Run 1, wiring by layer:
Scale bar: 50 um.
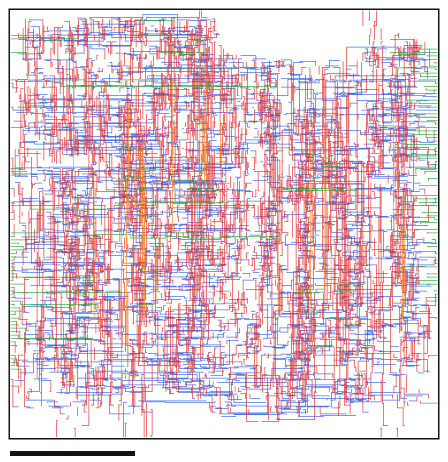
Run 1, nets reached from selected ports:
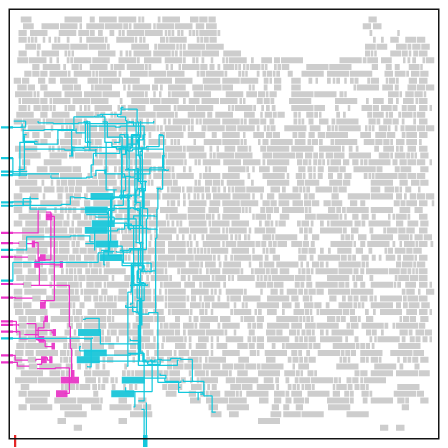
Run 1, clock network drawn from the DEF:
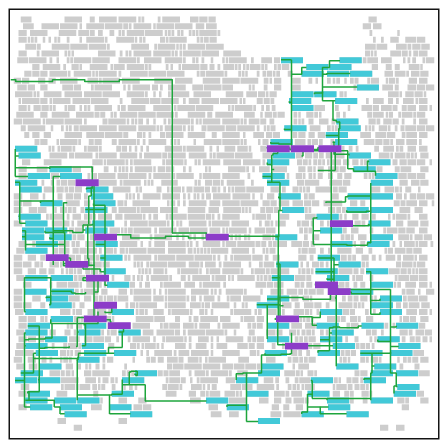
--- config.mk ---
export PLATFORM = sky130hd
export DESIGN_NAME = dd_error_monitor_flat
export DESIGN_NICKNAME = d
export VERILOG_FILES = /design/src/rtl/dd_error_monitor_if.sv /design/src/rtl/dd_error_monitor.sv /design/src/flat_wrapper.sv
export SDC_FILE = /design/constraint.sdc
export NUM_CORES = 1
export LEC_CHECK = 0
export CORE_UTILIZATION = 60
export DETAILED_ROUTE_END_ITERATION = 8
export PLACE_DENSITY_LB_ADDON = 0.25
export SETUP_SLACK_MARGIN = 0.1
export SYNTH_ARGS = -nofsm -noshare
export SYNTH_HDL_FRONTEND = slang
export SYNTH_SLANG_ARGS = --single-unit
--- constraint.sdc ---
create_clock -name clk -period 11.8 [get_ports clk]
set_input_delay 2.36 -clock clk [delete_from_list [all_inputs] [get_ports clk]]
set_output_delay 2.36 -clock clk [all_outputs]
set_load 0.01 [all_outputs]
--- src/rtl/dd_error_monitor_if.sv ---
// Purpose: bundles the symbol, decision, threshold and result signals of the DD error monitor.
// Latency: none, this is wiring only.
// Backpressure: none; the monitor accepts one symbol per clock.
// Ports: master = symbol/decision source and result sink (testbench), slave = the monitor.
interface dd_error_monitor_if #(
    parameter int IQ_WIDTH = 10
);
    localparam int MSE_W = 2*IQ_WIDTH+2;

    logic [2:0]                 psk_type;     // 001 QPSK, 010 8-PSK
    logic                       iq_val;
    logic signed [IQ_WIDTH-1:0] i_data_I;
    logic signed [IQ_WIDTH-1:0] i_data_Q;
    logic                       dec_val;
    logic signed [IQ_WIDTH-1:0] dec_I;
    logic signed [IQ_WIDTH-1:0] dec_Q;
    logic [MSE_W-1:0]           lock_thr;
    logic [MSE_W-1:0]           unlock_thr;
    logic                       err_val;
    logic signed [IQ_WIDTH:0]   err_I;
    logic signed [IQ_WIDTH:0]   err_Q;
    logic                       mse_val;
    logic [MSE_W-1:0]           mse;
    logic                       lock;

    modport master (
        output psk_type, iq_val, i_data_I, i_data_Q,
        output dec_val, dec_I, dec_Q, lock_thr, unlock_thr,
        input  err_val, err_I, err_Q, mse_val, mse, lock
    );

    modport slave (
        input  psk_type, iq_val, i_data_I, i_data_Q,
        input  dec_val, dec_I, dec_Q, lock_thr, unlock_thr,
        output err_val, err_I, err_Q, mse_val, mse, lock
    );
endinterface

--- src/rtl/dd_error_monitor.sv ---
// Purpose: decision-directed error monitor: per-symbol error, windowed MSE, hysteretic lock flag.
// Latency: err at T+1, squared term at T+2, window result (mse_val) at T+3 of the closing symbol.
// Backpressure: none; one symbol per clock, zeroed decisions are skipped.
// Ports: clk, reset_n (async active-low), bus (dd_error_monitor_if.slave).
module dd_error_monitor #(
    parameter int IQ_WIDTH = 10,
    parameter int AVG_LOG2 = 8,
    parameter int LOCK_CNT = 4
) (
    input  logic             clk,
    input  logic             reset_n,
    dd_error_monitor_if.slave bus
);
    localparam int ERR_W = IQ_WIDTH+1;
    localparam int MSE_W = 2*IQ_WIDTH+2;
    localparam int ACC_W = MSE_W+AVG_LOG2;
    localparam int HC_W  = $clog2(LOCK_CNT+1);
    localparam logic [HC_W-1:0]     HC_MAX   = HC_W'(LOCK_CNT);
    localparam logic [AVG_LOG2-1:0] CNT_LAST = '1;

    typedef enum logic {UNLOCKED = 1'b0, LOCKED = 1'b1} state_t;

    // Raw-sample delay line, aligns raw symbols with the decoder output.
    logic [IQ_WIDTH-1:0] rx_i_d1_q, rx_i_d1_d, rx_q_d1_q, rx_q_d1_d;
    logic [IQ_WIDTH-1:0] rx_i_d2_q, rx_i_d2_d, rx_q_d2_q, rx_q_d2_d;
    logic                iq_val_d1_q, iq_val_d1_d, iq_val_d2_q, iq_val_d2_d;

    logic                err_val_q, err_val_d;
    logic [ERR_W-1:0]    err_i_q, err_i_d, err_q_q, err_q_d;
    logic                term_val_q, term_val_d;
    logic [MSE_W-1:0]    term_q, term_d;
    logic [ACC_W-1:0]    acc_q, acc_d;
    logic [AVG_LOG2-1:0] cnt_q, cnt_d;
    logic                mse_val_q, mse_val_d;
    logic [MSE_W-1:0]    mse_q, mse_d;
    logic [2:0]          psk_q, psk_d;
    state_t              state_q, state_d;
    logic [HC_W-1:0]     hcnt_q, hcnt_d;
    logic                lock_q, lock_d;

    logic                     qual;
    logic                     psk_chg;
    logic                     hit;
    logic [HC_W-1:0]          hcnt_inc;
    logic signed [MSE_W-1:0]  ext_i, ext_q;
    logic [ACC_W-1:0]         acc_sum;

    // The delayed iq_val only tracks which delay-line slots carry live samples;
    // nothing downstream depends on it because the line shifts every clock.
    logic unused_iq_val;
    assign unused_iq_val = iq_val_d2_q;

    always_comb begin
        rx_i_d1_d   = bus.i_data_I;
        rx_q_d1_d   = bus.i_data_Q;
        rx_i_d2_d   = rx_i_d1_q;
        rx_q_d2_d   = rx_q_d1_q;
        iq_val_d1_d = bus.iq_val;
        iq_val_d2_d = iq_val_d1_q;

        // Stage 1: error against the decision; odd symbols decimated to (0,0) are ignored.
        qual      = bus.dec_val && ((bus.dec_I != '0) || (bus.dec_Q != '0));
        err_val_d = qual;
        err_i_d   = err_i_q;
        err_q_d   = err_q_q;
        if (qual) begin
            err_i_d = {rx_i_d2_q[IQ_WIDTH-1], rx_i_d2_q} - {bus.dec_I[IQ_WIDTH-1], bus.dec_I};
            err_q_d = {rx_q_d2_q[IQ_WIDTH-1], rx_q_d2_q} - {bus.dec_Q[IQ_WIDTH-1], bus.dec_Q};
        end

        // Stage 2: squared magnitude; max is 2*(2^IQ_WIDTH)^2 which fits MSE_W unsigned.
        ext_i      = {{(MSE_W-ERR_W){err_i_q[ERR_W-1]}}, err_i_q};
        ext_q      = {{(MSE_W-ERR_W){err_q_q[ERR_W-1]}}, err_q_q};
        term_val_d = err_val_q;
        term_d     = term_q;
        if (err_val_q) begin
            term_d = $unsigned(ext_i*ext_i + ext_q*ext_q);
        end

        // Modulation change restarts averaging and lock acquisition.
        psk_d   = bus.psk_type;
        psk_chg = (bus.psk_type != psk_q);

        // Stage 3: window accumulation; the closing term is folded straight into the result
        // so the next term opens a fresh window without losing a symbol.
        acc_sum   = acc_q + ACC_W'(term_q);
        acc_d     = acc_q;
        cnt_d     = cnt_q;
        mse_d     = mse_q;
        mse_val_d = 1'b0;
        if (psk_chg) begin
            acc_d = '0;
            cnt_d = '0;
        end else if (term_val_q) begin
            if (cnt_q == CNT_LAST) begin
                mse_d     = acc_sum[ACC_W-1:AVG_LOG2];
                mse_val_d = 1'b1;
                acc_d     = '0;
                cnt_d     = '0;
            end else begin
                acc_d = acc_sum;
                cnt_d = cnt_q + 1'b1;
            end
        end

        // Lock hysteresis: LOCK_CNT consecutive qualifying windows flip the state.
        state_d  = state_q;
        hcnt_d   = hcnt_q;
        hcnt_inc = hcnt_q + 1'b1;
        hit      = (state_q == UNLOCKED) ? (mse_q < bus.lock_thr) : (mse_q > bus.unlock_thr);
        if (psk_chg) begin
            state_d = UNLOCKED;
            hcnt_d  = '0;
        end else if (mse_val_q) begin
            if (!hit) begin
                hcnt_d = '0;
            end else if (hcnt_inc == HC_MAX) begin
                state_d = (state_q == UNLOCKED) ? LOCKED : UNLOCKED;
                hcnt_d  = '0;
            end else begin
                hcnt_d = hcnt_inc;
            end
        end
        lock_d = (state_d == LOCKED);
    end

    always_ff @(posedge clk or negedge reset_n) begin
        if (!reset_n) begin
            rx_i_d1_q   <= '0;
            rx_q_d1_q   <= '0;
            rx_i_d2_q   <= '0;
            rx_q_d2_q   <= '0;
            iq_val_d1_q <= 1'b0;
            iq_val_d2_q <= 1'b0;
            err_val_q   <= 1'b0;
            err_i_q     <= '0;
            err_q_q     <= '0;
            term_val_q  <= 1'b0;
            term_q      <= '0;
            acc_q       <= '0;
            cnt_q       <= '0;
            mse_val_q   <= 1'b0;
            mse_q       <= '0;
            psk_q       <= '0;
            state_q     <= UNLOCKED;
            hcnt_q      <= '0;
            lock_q      <= 1'b0;
        end else begin
            rx_i_d1_q   <= rx_i_d1_d;
            rx_q_d1_q   <= rx_q_d1_d;
            rx_i_d2_q   <= rx_i_d2_d;
            rx_q_d2_q   <= rx_q_d2_d;
            iq_val_d1_q <= iq_val_d1_d;
            iq_val_d2_q <= iq_val_d2_d;
            err_val_q   <= err_val_d;
            err_i_q     <= err_i_d;
            err_q_q     <= err_q_d;
            term_val_q  <= term_val_d;
            term_q      <= term_d;
            acc_q       <= acc_d;
            cnt_q       <= cnt_d;
            mse_val_q   <= mse_val_d;
            mse_q       <= mse_d;
            psk_q       <= psk_d;
            state_q     <= state_d;
            hcnt_q      <= hcnt_d;
            lock_q      <= lock_d;
        end
    end

    assign bus.err_val = err_val_q;
    assign bus.err_I   = err_i_q;
    assign bus.err_Q   = err_q_q;
    assign bus.mse_val = mse_val_q;
    assign bus.mse     = mse_q;
    assign bus.lock    = lock_q;
endmodule
--- src/flat_wrapper.sv ---
// flat-port wrapper written by rule: the top's interface ports become plain ports
module dd_error_monitor_flat 
#(
    parameter int IQ_WIDTH = 10,
    parameter int AVG_LOG2 = 8,
    parameter int LOCK_CNT = 4
)
  (clk, reset_n, bus_psk_type, bus_iq_val, bus_i_data_I, bus_i_data_Q, bus_dec_val, bus_dec_I, bus_dec_Q, bus_lock_thr, bus_unlock_thr, bus_err_val, bus_err_I, bus_err_Q, bus_mse_val, bus_mse, bus_lock);
  dd_error_monitor_if #(.IQ_WIDTH(IQ_WIDTH)) bus_i ();
  input  logic clk;
  input  logic reset_n;
  input wire logic [$bits(bus_i.psk_type)-1:0] bus_psk_type;
  input wire logic [$bits(bus_i.iq_val)-1:0] bus_iq_val;
  input wire logic [$bits(bus_i.i_data_I)-1:0] bus_i_data_I;
  input wire logic [$bits(bus_i.i_data_Q)-1:0] bus_i_data_Q;
  input wire logic [$bits(bus_i.dec_val)-1:0] bus_dec_val;
  input wire logic [$bits(bus_i.dec_I)-1:0] bus_dec_I;
  input wire logic [$bits(bus_i.dec_Q)-1:0] bus_dec_Q;
  input wire logic [$bits(bus_i.lock_thr)-1:0] bus_lock_thr;
  input wire logic [$bits(bus_i.unlock_thr)-1:0] bus_unlock_thr;
  output wire logic [$bits(bus_i.err_val)-1:0] bus_err_val;
  output wire logic [$bits(bus_i.err_I)-1:0] bus_err_I;
  output wire logic [$bits(bus_i.err_Q)-1:0] bus_err_Q;
  output wire logic [$bits(bus_i.mse_val)-1:0] bus_mse_val;
  output wire logic [$bits(bus_i.mse)-1:0] bus_mse;
  output wire logic [$bits(bus_i.lock)-1:0] bus_lock;
  assign bus_i.psk_type = bus_psk_type;
  assign bus_i.iq_val = bus_iq_val;
  assign bus_i.i_data_I = bus_i_data_I;
  assign bus_i.i_data_Q = bus_i_data_Q;
  assign bus_i.dec_val = bus_dec_val;
  assign bus_i.dec_I = bus_dec_I;
  assign bus_i.dec_Q = bus_dec_Q;
  assign bus_i.lock_thr = bus_lock_thr;
  assign bus_i.unlock_thr = bus_unlock_thr;
  assign bus_err_val = bus_i.err_val;
  assign bus_err_I = bus_i.err_I;
  assign bus_err_Q = bus_i.err_Q;
  assign bus_mse_val = bus_i.mse_val;
  assign bus_mse = bus_i.mse;
  assign bus_lock = bus_i.lock;
  dd_error_monitor #(.IQ_WIDTH(IQ_WIDTH), .AVG_LOG2(AVG_LOG2), .LOCK_CNT(LOCK_CNT)) u_core (.clk(clk), .reset_n(reset_n), .bus(bus_i));
endmodule
==> run summary, run 1 <==
Setup ws final: 4.34 ns
Root Buffer: clkbuf_16
Tmin final: 7.46 ns
Cells in synth_stat.txt: 1778
Detailed Route WL: 36200 um
Run status: complete, no violations
Slew headroom: 40.4%
Clock Path Buffers: 2
Synthesized-area fraction occupied by adder cells: 40.7%
Cts hold-fix bufs: 0
Area growth from synthesis to layout: 13.6%
CLK BUF: 17
Dominant class by area: logic gates
Clk sink count: 154
GRT overflow: 0
Asr flop ratio synth: 100%
Die width: 171 um
Final Net Count: 2402
CTS resizes: 0
Final hold slack: 0.351 ns
DIE HEIGHT: 171 um
Fraction of area in registers: 19.8%
Clock skew: 0.0185 ns
Largest net degree at the start of global routing: 91
Yosys xor share: 4.24%
Tool warnings: 37
Post-Place Setup Slack: 4.35 ns
Commonest Layout Cell: inv_1
Logic share of the area: 59.6%
Worst Hold End: u_core.rx_q_d2_q[1]
PortBufs: 136
Die area: 29300 um^2
Setup TNS: 0 ns
Synth Net Count: 2284
Critical R2R Launch: u_core.bus.err_Q[10]
Final Util: 69.7%
Crit path max-delay cell type: dfrtp_1
First drt pass iteration count: 5
Synthesized area per cell: 9.64 um^2
Post-Synth Simple-Gate Area: 11.2%
Worst R2R Setup Slack: 4.34 ns
Routed vias: 12400
IO Pins: 138
Crit path top cell by count: fa_1
Fmax achieved: 134 MHz
Critical path class: flip-flop to flip-flop
Gp weighted congestion: 0.947
Final Non-Filler Cells: 2287
Initial antenna violation count: 0
Main logic family: adder cells
CTS tree: built
Final hold viol count: 0
CTS clock-pin slew for the worst setup and hold paths: 0.08 ns
Fin crit share: 63.2%
Endpoint class of the critical path: flip-flop
# Max-Cap Violations: 0
Post-route cell area: 19500 um^2
Min-delay worst type: flip-flop to flip-flop
Core area: 27900 um^2
Flop area: 3850 um^2
Synth flops: 154
Comb gates: 1176
Complex Gates by Area: 9.96%
FF-to-FF End: u_core.term_q[19]
Main flop type: dfrtp_1
Top cells excl fill/tap: inv_1 (405), fa_1 (238), ha_1 (177)
Cts bufs inserted: 17
Post-synthesis cell count: 1778
Fill count: 2132
Transition time of the tightest slew-check pin: 0.894 ns
Remaining DRCs: 0
Share of cells above drive strength 1: 4.40%
H-tree level count: 4
N_taps: 378
N_diodes: 0
Clk latency late pin: 0.44 ns
YS warnings: 0
Reg2Reg Depth: 22
Vias per cell: 5.43
Yosys cell types: 65
First-pass GRT wire length: 60800 um
Mapped Area: 17100 um^2
FP Rows: 61
Layout non-clock buf frac: 7.23%
Critical Path Max Stage Delay: 0.93 ns
Vias in the first global route: 13200
Non-CTS buffers: 142
Sequential share of the synthesized area: 22.5%
Area post-placement: 18900 um^2
CP startpoint kind: flip-flop
EDFF count, synth: 0
Critical Path RT: 12.12 ns
Worst EP arrival: 7.78 ns
Non-clk invs: 405
YS chip area: 17100 um^2
Initial DRC count: 572
Critical path buffers and inverters: 5
Worst-path cell chain: nand2_1 -> inv_1 -> fa_1 -> inv_1 -> fa_1 -> inv_1 -> fa_1 -> fa_1 -> fa_1 -> fa_1 -> inv_1 -> fa_1 -> inv_1 -> ha_1 -> o21ai_0 -> o21ai_0 -> o2111a_1 -> o21a_1 -> o2111ai_1 -> nand2_1 -> xor2_1 -> mux2_2
RSZ-0062 raised after global routing: no
Worst Hold Path Cells: 0
Placed insts: 2255
Dpl hpwl: 29600 um
MI comb area: 11600 um^2
Worst hold path startpoint: u_core.rx_q_d1_q[1]
Postcts setup bufs: 0
Flops: 154
Max Slew Vio Count: 0
Crit-path max FO: 23
Clock-cell share: 3.09%
Final setup fails: 0
Crit-path leading delay family: adder cells
Gr usage total: 26.5%
Antenna Violating Nets Remaining: 0
Initial Util: 61.4%
DR WL/cell: 15.8 um
Mux share: 1.61%
Notes on 'wiring by layer' above:
| layer | color | wire length |
|---|---|---|
| met4 | orange | 1220 um |
| met1 | blue | 14800 um |
| met2 | red | 18500 um |
| met3 | green | 1710 um |

Notes on 'nets reached from selected ports' above:
| port | color | direction | edge | end cells | buffers |
|---|---|---|---|---|---|
| `bus_iq_val` | red | input | bottom | 0 | 0 |
| `bus_dec_I` | magenta | input | left | 16 | 10 |
| `bus_err_I` | cyan | output | 9 left, 2 bottom | 11 | 11 |

Notes on 'clock network drawn from the DEF' above:
[clock wires] green | length: 2130 um
[flip-flops] cyan | count: 154
[cells driving clock nets] purple | count: 17
flops lie: all over the die
routed clock nets: 18

-- run 1: per-layer routing --
layer,vias to the layer above,global-route usage [%],routed length (um)
li1,5869,-,-
met1,6133,31.7,14800
met2,338,48.1,18500
met3,81,4.02,1710
met4,0,10.1,1220
met5,-,0,0
-- run 1: logic make-up after synthesis --
kind of cell | Yosys count
buffers and inverters | 448
adder cells (fa/ha/maj) | 415
AND/OR/NAND/NOR | 390
AND-OR/OR-AND | 263
flip-flops | 154
XOR/XNOR | 83
multiplexers | 25
-- run 1: sequential cells by signal, indices dropped and copies added (netlist names), 8 cells and up --
name              count
u_core.rx_q_d2_q     10
u_core.bus.mse       22
u_core.cnt_q          8
u_core.rx_i_d2_q     10
u_core.rx_q_d1_q     10
u_core.rx_i_d1_q     10
u_core.bus.err_Q     11
u_core.acc_q         30
u_core.bus.err_I     11
u_core.term_q        22
-- run 1: synthesized netlist by cell type, types with 23 or more instances --
cell      count  area share [%]
a21o_1       27             1.2
a21oi_1      47             1.4
and2_1       49             1.8
clkbuf_1     42            0.92
dfrtp_1     154              22
fa_1        238              28
ha_1        177              13
inv_1       405             8.9
nand2_1     149             3.3
nor2_1       60             1.3
nor2b_1      31             1.1
o21ai_0      86             2.5
xnor2_1      60             3.1
xor2_1       23             1.2
-- run 1: worst max path at each step --
stage                                    start                 to  slack (ns)  depth (start not counted)
after CTS                 u_core.bus.err_Q[10]  u_core.term_q[19]        4.34                         22
after global routing      u_core.bus.err_Q[10]  u_core.term_q[19]        3.96                         22
after global placement    u_core.bus.err_Q[10]  u_core.term_q[19]        4.43                         22
after floorplan            u_core.bus.err_I[0]  u_core.term_q[19]        5.26                         23
after detailed placement  u_core.bus.err_Q[10]  u_core.term_q[19]        4.35                         22
final                     u_core.bus.err_Q[10]  u_core.term_q[19]        4.34                         22
Run 1, I/O pins on the die edge:
Pins as bars across the die edge, other pins in gray.
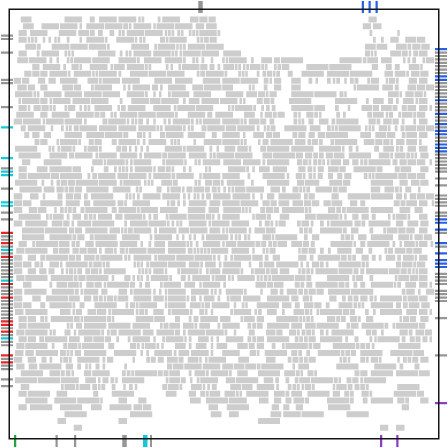

==> run 2, diff against run 1 <==
==> constraint.sdc (replaced) <==
create_clock -name clk -period 7.73 [get_ports clk]
set_input_delay 1.546 -clock clk [delete_from_list [all_inputs] [get_ports clk]]
set_output_delay 1.546 -clock clk [all_outputs]
set_load 0.01 [all_outputs]
Run 2, I/O pins on the die edge:
Pins as bars across the die edge, other pins in gray.
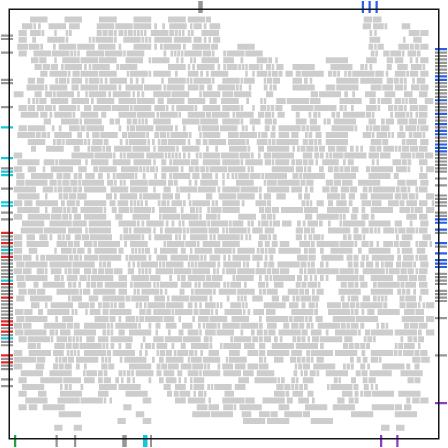
| port | color | pins | direction | edge |
|---|---|---|---|---|
| `bus_dec_I` | red | 10 | input | left |
| `bus_err_I` | cyan | 11 | output | 9 left, 2 bottom |
| `bus_psk_type` | purple | 3 | input | 2 bottom, 1 right |
| `bus_lock_thr` | blue | 22 | input | 19 right, 3 top |
| `bus_iq_val` | green | 1 | input | bottom |
all pins by edge: 66 right, 57 left, 10 bottom, 5 top

==> run 2 against run 1 <==
- flip-flop count stayed put
- sequential share of layout area is 0.065 points lower
- maximum frequency is 7.6% higher
- first-iteration DRC count is 3.8% higher
- synthesized cell count stayed put
- core utilization is 0.23 points higher
- area after synthesis stayed put
- routed wire length is 0.99% higher
- critical path type unchanged
- critical endpoint unchanged
==> run summary, run 2 <==
Worst R2R Setup Slack: 0.80 ns (-3.54 ns)
YS chip area: 17100 um^2 (unchanged)
CTS clock-pin slew for the worst setup and hold paths: 0.08 ns (about the same)
Initial Util: 61.4% (unchanged)
Worst Hold End: u_core.rx_i_d2_q[0]
Clk sink count: 154 (unchanged)
Core area: 27900 um^2 (unchanged)
Run status: complete, no violations
GRT overflow: 0 (unchanged)
Initial DRC count: 594 (+3.8%)
Antenna Violating Nets Remaining: 0 (unchanged)
Most common cell in the netlist: inv_1
Area leader, netlist: fa_1
Crit-path leading delay family: adder cells
IO Pins: 138 (unchanged)
Post-synth top cells: inv_1 (405), fa_1 (238), ha_1 (177)
Worst-path cell chain: nand2_1 -> fa_1 -> inv_1 -> fa_1 -> inv_1 -> fa_1 -> fa_1 -> inv_1 -> fa_1 -> inv_1 -> fa_1 -> fa_1 -> inv_1 -> ha_1 -> a211oi_2 -> o21ai_0 -> o2111a_1 -> o21a_1 -> o2111ai_1 -> nand2_1 -> xor2_1 -> mux2_2
Yosys cell types: 65 (unchanged)
Detailed Route WL: 36600 um (+0.99%)
Share of cells above drive strength 1: 4.80% (+0.40 points)
Crit path max-delay cell type: dfrtp_1
CP endpoint: u_core.term_q[19]
Max FFs per register: 30 (unchanged)
Final setup fails: 0 (unchanged)
Synthesized area per cell: 9.64 um^2 (unchanged)
Setup ws final: 0.796 ns (-3.54 ns)
Reg2Reg Depth: 22 (unchanged)
DR WL/cell: 15.9 um (+0.64%)
Post-synthesis cell count: 1778 (unchanged)
FF-to-FF End: u_core.term_q[19]
N_diodes: 0 (unchanged)
Critical path class: flip-flop to flip-flop
Cells in synth_stat.txt: 1778 (unchanged)
Critical R2R Launch: u_core.bus.err_I[3]
Fin crit share: 89.7% (+26 points)
Crit path top cell by count: fa_1
Transition time of the tightest slew-check pin: 0.857 ns (-0.0367 ns)
Min-delay worst type: flip-flop to flip-flop
# Max-Cap Violations: 0 (unchanged)
CP startpoint kind: flip-flop
Cts bufs inserted: 17 (unchanged)
Synth flops: 154 (unchanged)
Synth Net Count: 2284 (unchanged)
Final Net Count: 2410 (+0.33%)
Gp weighted congestion: 0.916 (-3.3%)
Vias in the first global route: 13100 (-0.39%)
First drt pass iteration count: 9 (+4)
Postcts setup bufs: 0 (unchanged)
Critical Path Max Stage Delay: 0.71 ns (-0.22 ns)
Crit-path max FO: 15 (-35%)
Final hold viol count: 0 (unchanged)
FP Rows: 61 (unchanged)
Root Buffer: clkbuf_16
Worst hold path startpoint: u_core.rx_i_d1_q[0]
Worst Hold Path Cells: 0 (unchanged)
First-pass GRT wire length: 61200 um (+0.69%)
Largest net degree at the start of global routing: 93 (+2.2%)
Main flop type: dfrtp_1
Slew headroom: 42.9% (+2.4 points)
Top cell area share: 27.8% (unchanged)
Commonest Layout Cell: inv_1
Critical path buffers and inverters: 5 (unchanged)
CTS tree: built
WP depth: 22 (unchanged)
Setup TNS: 0 ns (unchanged)
Fmax achieved: 144 MHz (+7.6%)
Endpoint class of the critical path: flip-flop
run 2: netlist changes by cell type in the layout (fill, tap and decap cells not counted), sizes merged:
| cell | previous run | this run |
|---|---|---|
| clkinvlp | 2 | 1 |
| buf | 7 | 15 |
| clkinv | 6 | 8 |
| inv | 412 | 411 |
run 2: cell families after synthesis:
family                     after synthesis  synth area share (%)
AOI/OAI and AO/OA                      263                  9.96
xor gates and xnor gates                83                  4.24
adders and majority gates              415                  40.7
buffers and inverters                  448                  9.83
DFF                                    154                  22.5
muxes                                   25                  1.61
and+or+nand+nor                        390                  11.2
run 2: through the flow:
step / std cells / util, % / hold slack (ns) / area, um^2
after floorplan: 1778 / - / 0.331 / 17100
after global placement: 2263 / 67.8 / 0.331 / 18900
after detailed placement: 2263 / 67.8 / 0.335 / 18900
after CTS: 2295 / 69.9 / 0.350 / 19500
after global routing: 2295 / 69.9 / 0.356 / 19500
final: 2295 / 69.9 / 0.348 / 19500
run 2: layout make-up:
type	count	area, um^2	share of cell area, %
clock buffers	17	425	2.18
clock inverters	15	180	0.922
inverters	405	1520	7.78
multi-input cells	1176	11600	59.5
flip-flops and latches	154	3850	19.7
well taps	378	473	2.42
repair buffers	150	1470	7.51
run 2: routing by layer:
layer | global-route usage (%) | vias to the layer above | part of all wire, %
met5 | 0 | - | 0
met4 | 10.7 | 0 | 3.8
met3 | 5.37 | 83 | 5.6
met2 | 48.6 | 328 | 51
met1 | 31.2 | 6127 | 40
li1 | - | 5872 | -
